--- src/rtl/reg_file_pkg.sv ---
// Shared types and default sizing for the reg_file block.
package reg_file_pkg;
  typedef enum logic {
    CLEAR = 1'b0,
    RUN   = 1'b1
  } state_t;

  localparam int DEF_DATA_W = 8;
  localparam int DEF_DEPTH  = 16;
  localparam int DEF_ADDR_W = 4;
endpackage

--- src/rtl/reg_file_if.sv ---
// Access bus for reg_file: one write port, two read ports, status.
interface reg_file_if import reg_file_pkg::*; #(
  parameter int DATA_W = DEF_DATA_W,
  parameter int ADDR_W = DEF_ADDR_W
) ();
  logic              wr_en;
  logic [ADDR_W-1:0] wr_addr;
  logic [DATA_W-1:0] wr_data;
  logic [ADDR_W-1:0] rd0_addr;
  logic [DATA_W-1:0] rd0_data;
  logic [ADDR_W-1:0] rd1_addr;
  logic [DATA_W-1:0] rd1_data;
  logic              ready;
  logic              err;

  modport master (
    output wr_en, wr_addr, wr_data, rd0_addr, rd1_addr,
    input  rd0_data, rd1_data, ready, err
  );

  modport slave (
    input  wr_en, wr_addr, wr_data, rd0_addr, rd1_addr,
    output rd0_data, rd1_data, ready, err
  );
endinterface

--- src/rtl/reg_file_clr.sv ---
// Clear sequencer: walks an index over every register after reset, one
// per cycle, then switches to RUN. ready is a registered copy of RUN.
module reg_file_clr import reg_file_pkg::*; #(
  parameter int DEPTH  = DEF_DEPTH,
  parameter int ADDR_W = DEF_ADDR_W
) (
  input  logic              clk,
  input  logic              rst,
  output state_t            state,
  output logic [ADDR_W-1:0] idx,
  output logic              ready
);
  localparam logic [ADDR_W-1:0] LAST = ADDR_W'(DEPTH - 1);

  // State/index advance; leaves CLEAR on the edge that zeroes the last entry.
  always_ff @(posedge clk) begin
    if (rst) begin
      state <= CLEAR;
      idx   <= '0;
      ready <= 1'b0;
    end else if (state == CLEAR) begin
      if (idx == LAST) begin
        state <= RUN;
        ready <= 1'b1;
        idx   <= '0;
      end else begin
        idx <= idx + ADDR_W'(1);
      end
    end
  end
endmodule

--- src/rtl/reg_file.sv ---
// Register file, one write port and two registered read ports.
// Contents are zeroed one entry per cycle after reset (see reg_file_clr).
// Out-of-range accesses are dropped/read as zero and flagged on err.
// Optional feature: define REG_FILE_BYPASS_EN to forward same-cycle write
// data to a read of the same address; otherwise the read sees old data.
module reg_file import reg_file_pkg::*; #(
  parameter int DATA_W = DEF_DATA_W,
  parameter int DEPTH  = DEF_DEPTH,
  parameter int ADDR_W = DEF_ADDR_W
) (
  input logic       clk,
  input logic       rst,
  reg_file_if.slave bus
);
  localparam logic [ADDR_W:0] DEPTH_X = (ADDR_W + 1)'(DEPTH);

  state_t            state;
  logic [ADDR_W-1:0] clr_idx;
  logic              ready_q;

  reg_file_clr #(.DEPTH(DEPTH), .ADDR_W(ADDR_W)) u_clr (
    .clk   (clk),
    .rst   (rst),
    .state (state),
    .idx   (clr_idx),
    .ready (ready_q)
  );

  assign bus.ready = ready_q;

  logic [DATA_W-1:0] mem [DEPTH];
  logic              run, wr_ok, rd0_ok, rd1_ok, wr_fire, oor;
  logic [DATA_W-1:0] rd0_nxt, rd1_nxt;

  assign run     = (state == RUN);
  assign wr_ok   = {1'b0, bus.wr_addr}  < DEPTH_X;
  assign rd0_ok  = {1'b0, bus.rd0_addr} < DEPTH_X;
  assign rd1_ok  = {1'b0, bus.rd1_addr} < DEPTH_X;
  assign wr_fire = run & bus.wr_en & wr_ok;
  // Any offender in the cycle collapses into one err pulse.
  assign oor     = run & ((bus.wr_en & ~wr_ok) | ~rd0_ok | ~rd1_ok);

  // Next read data: array lookup, zero when out of range, optional forward.
  always_comb begin
    rd0_nxt = '0;
    rd1_nxt = '0;
    if (rd0_ok) rd0_nxt = mem[bus.rd0_addr];
    if (rd1_ok) rd1_nxt = mem[bus.rd1_addr];
`ifdef REG_FILE_BYPASS_EN
    if (wr_fire && (bus.rd0_addr == bus.wr_addr)) rd0_nxt = bus.wr_data;
    if (wr_fire && (bus.rd1_addr == bus.wr_addr)) rd1_nxt = bus.wr_data;
`else
`endif
  end

  // Storage: clear walk during CLEAR, bus writes during RUN, nothing under rst.
  always_ff @(posedge clk) begin
    if (!rst) begin
      if (state == CLEAR)
        mem[clr_idx] <= '0;
      else if (wr_fire)
        mem[bus.wr_addr] <= bus.wr_data;
    end
  end

  // Registered read ports and error pulse; all forced to zero outside RUN.
  always_ff @(posedge clk) begin
    if (rst || !run) begin
      bus.rd0_data <= '0;
      bus.rd1_data <= '0;
      bus.err      <= 1'b0;
    end else begin
      bus.rd0_data <= rd0_nxt;
      bus.rd1_data <= rd1_nxt;
      bus.err      <= oor;
    end
  end
endmodule

--- src/flat_wrapper.sv ---
// flat-port wrapper written by rule: the top's interface ports become plain ports
module reg_file_flat import reg_file_pkg::*;
#(
  parameter int DATA_W = DEF_DATA_W,
  parameter int DEPTH  = DEF_DEPTH,
  parameter int ADDR_W = DEF_ADDR_W
)
  (clk, rst, bus_wr_en, bus_wr_addr, bus_wr_data, bus_rd0_addr, bus_rd1_addr, bus_rd0_data, bus_rd1_data, bus_ready, bus_err);
  reg_file_if #(.DATA_W(DATA_W), .ADDR_W(ADDR_W)) bus_i ();
  input logic clk;
  input logic rst;
  input wire logic [$bits(bus_i.wr_en)-1:0] bus_wr_en;
  input wire logic [$bits(bus_i.wr_addr)-1:0] bus_wr_addr;
  input wire logic [$bits(bus_i.wr_data)-1:0] bus_wr_data;
  input wire logic [$bits(bus_i.rd0_addr)-1:0] bus_rd0_addr;
  input wire logic [$bits(bus_i.rd1_addr)-1:0] bus_rd1_addr;
  output wire logic [$bits(bus_i.rd0_data)-1:0] bus_rd0_data;
  output wire logic [$bits(bus_i.rd1_data)-1:0] bus_rd1_data;
  output wire logic [$bits(bus_i.ready)-1:0] bus_ready;
  output wire logic [$bits(bus_i.err)-1:0] bus_err;
  assign bus_i.wr_en = bus_wr_en;
  assign bus_i.wr_addr = bus_wr_addr;
  assign bus_i.wr_data = bus_wr_data;
  assign bus_i.rd0_addr = bus_rd0_addr;
  assign bus_i.rd1_addr = bus_rd1_addr;
  assign bus_rd0_data = bus_i.rd0_data;
  assign bus_rd1_data = bus_i.rd1_data;
  assign bus_ready = bus_i.ready;
  assign bus_err = bus_i.err;
  reg_file #(.DATA_W(DATA_W), .DEPTH(DEPTH), .ADDR_W(ADDR_W)) u_core (.clk(clk), .rst(rst), .bus(bus_i));
endmodule
--- config.mk ---
export PLATFORM = sky130hd
export DESIGN_NAME = reg_file_flat
export DESIGN_NICKNAME = d
export VERILOG_FILES = /design/src/rtl/reg_file_pkg.sv /design/src/rtl/reg_file_if.sv /design/src/rtl/reg_file_clr.sv /design/src/rtl/reg_file.sv /design/src/flat_wrapper.sv
export SDC_FILE = /design/constraint.sdc
export NUM_CORES = 1
export LEC_CHECK = 0
export CAP_MARGIN = 20
export CORE_ASPECT_RATIO = 0.6
export CORE_MARGIN = 2
export CORE_UTILIZATION = 50
export CTS_CLUSTER_DIAMETER = 100
export DETAILED_ROUTE_END_ITERATION = 6
export PLACE_DENSITY = 0.71
export RECOVER_POWER = 25
export SETUP_SLACK_MARGIN = 0.15
export SYNTH_ARGS = -nofsm -noshare
export SYNTH_HDL_FRONTEND = slang
export SYNTH_SLANG_ARGS = --single-unit
--- constraint.sdc ---
create_clock -name clk -period 2.2 [get_ports clk]
set_input_delay 0.55 -clock clk [delete_from_list [all_inputs] [get_ports clk]]
set_output_delay 0.55 -clock clk [all_outputs]
set_load 0.05 [all_outputs]
### Placed standard cells

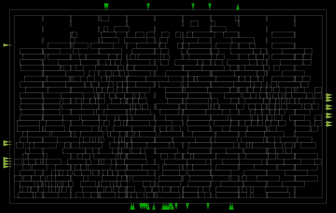
Final Util: 0.633
fillers: 996
fin cells: 707

### Sizing map

Drawn at 2 px/um.
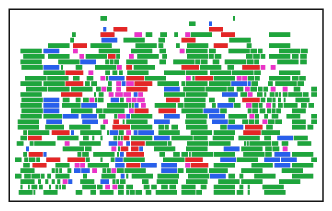
legend:
  red:
    size: drive 6 and up
    cells: 40
    share: 7.5%
    most_used: clkbuf_16
  blue:
    size: drive 2
    cells: 60
    share: 11%
    most_used: mux4_2
  green:
    size: drive 1 or less
    cells: 381
    share: 72%
    most_used: edfxtp_1
  magenta:
    size: drive 3 to 4
    cells: 51
    share: 9.6%
    most_used: buf_4
Setup WS post-layout: 0.154 ns
nonclk buf count: 105

### Wire density map

Drawn at 3 px/um. 31 x 19 tiles, from dark purple (low) to yellow (high), scaled to the fullest tile. Values are wire area over tile area, all layers added.
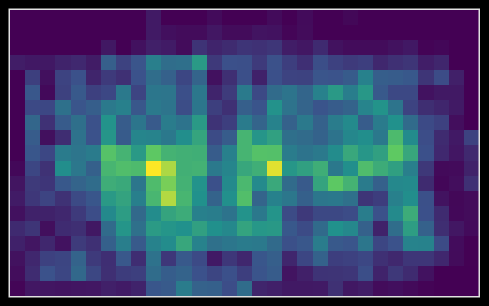
fullest tile: 0.83
nearly empty tiles: 14%
mean over tiles: 0.21
densest ninth of the die: centre
tiles over half the peak: 13%
WL final: 18,800 um
DR vias: 4,650
drt wl/cell: 26.6 um
GRT Util Overall: 0.268

==> impl_metrics.tcl <==
# metrics dict for downstream scripts
set metrics [dict create \
    finalHoldViolCount 0 \
    period_used_share 0.930 \
    slowest_delay_ns 0.44 \
    comb_cell_power_uw 465 \
    clk_pin_slew_worst_paths_ns 0.06 \
    regArea_um2 4280 \
    grtUsageMet1 0.385 \
    comb_cells 242 \
    routed.top_layer "met4" \
    clkPwrFrac 0.440 \
    flop-count 150 \
    simple_gate_area_frac 0.0719 \
    rsz0062_at_grt "true" \
    synth_nets 449 \
    grt_pass1_vias 4427 \
    first_pass_iters 5 \
    gp_congestion 0.979 \
    grt_pass1_wl_um 27500 \
    hold_end "u_core.u_clr.ready" \
    num-nonclk-inverters 3 \
    hp-start "u_core.u_clr.ready" \
    overflow 0 \
    setup_viol 0 \
    use_met2 0.401 \
    cp.arrival_ns 2.22 \
    wl_met1_um 8110 \
    status "complete, no violations" \
    htreeDepth 4 \
]
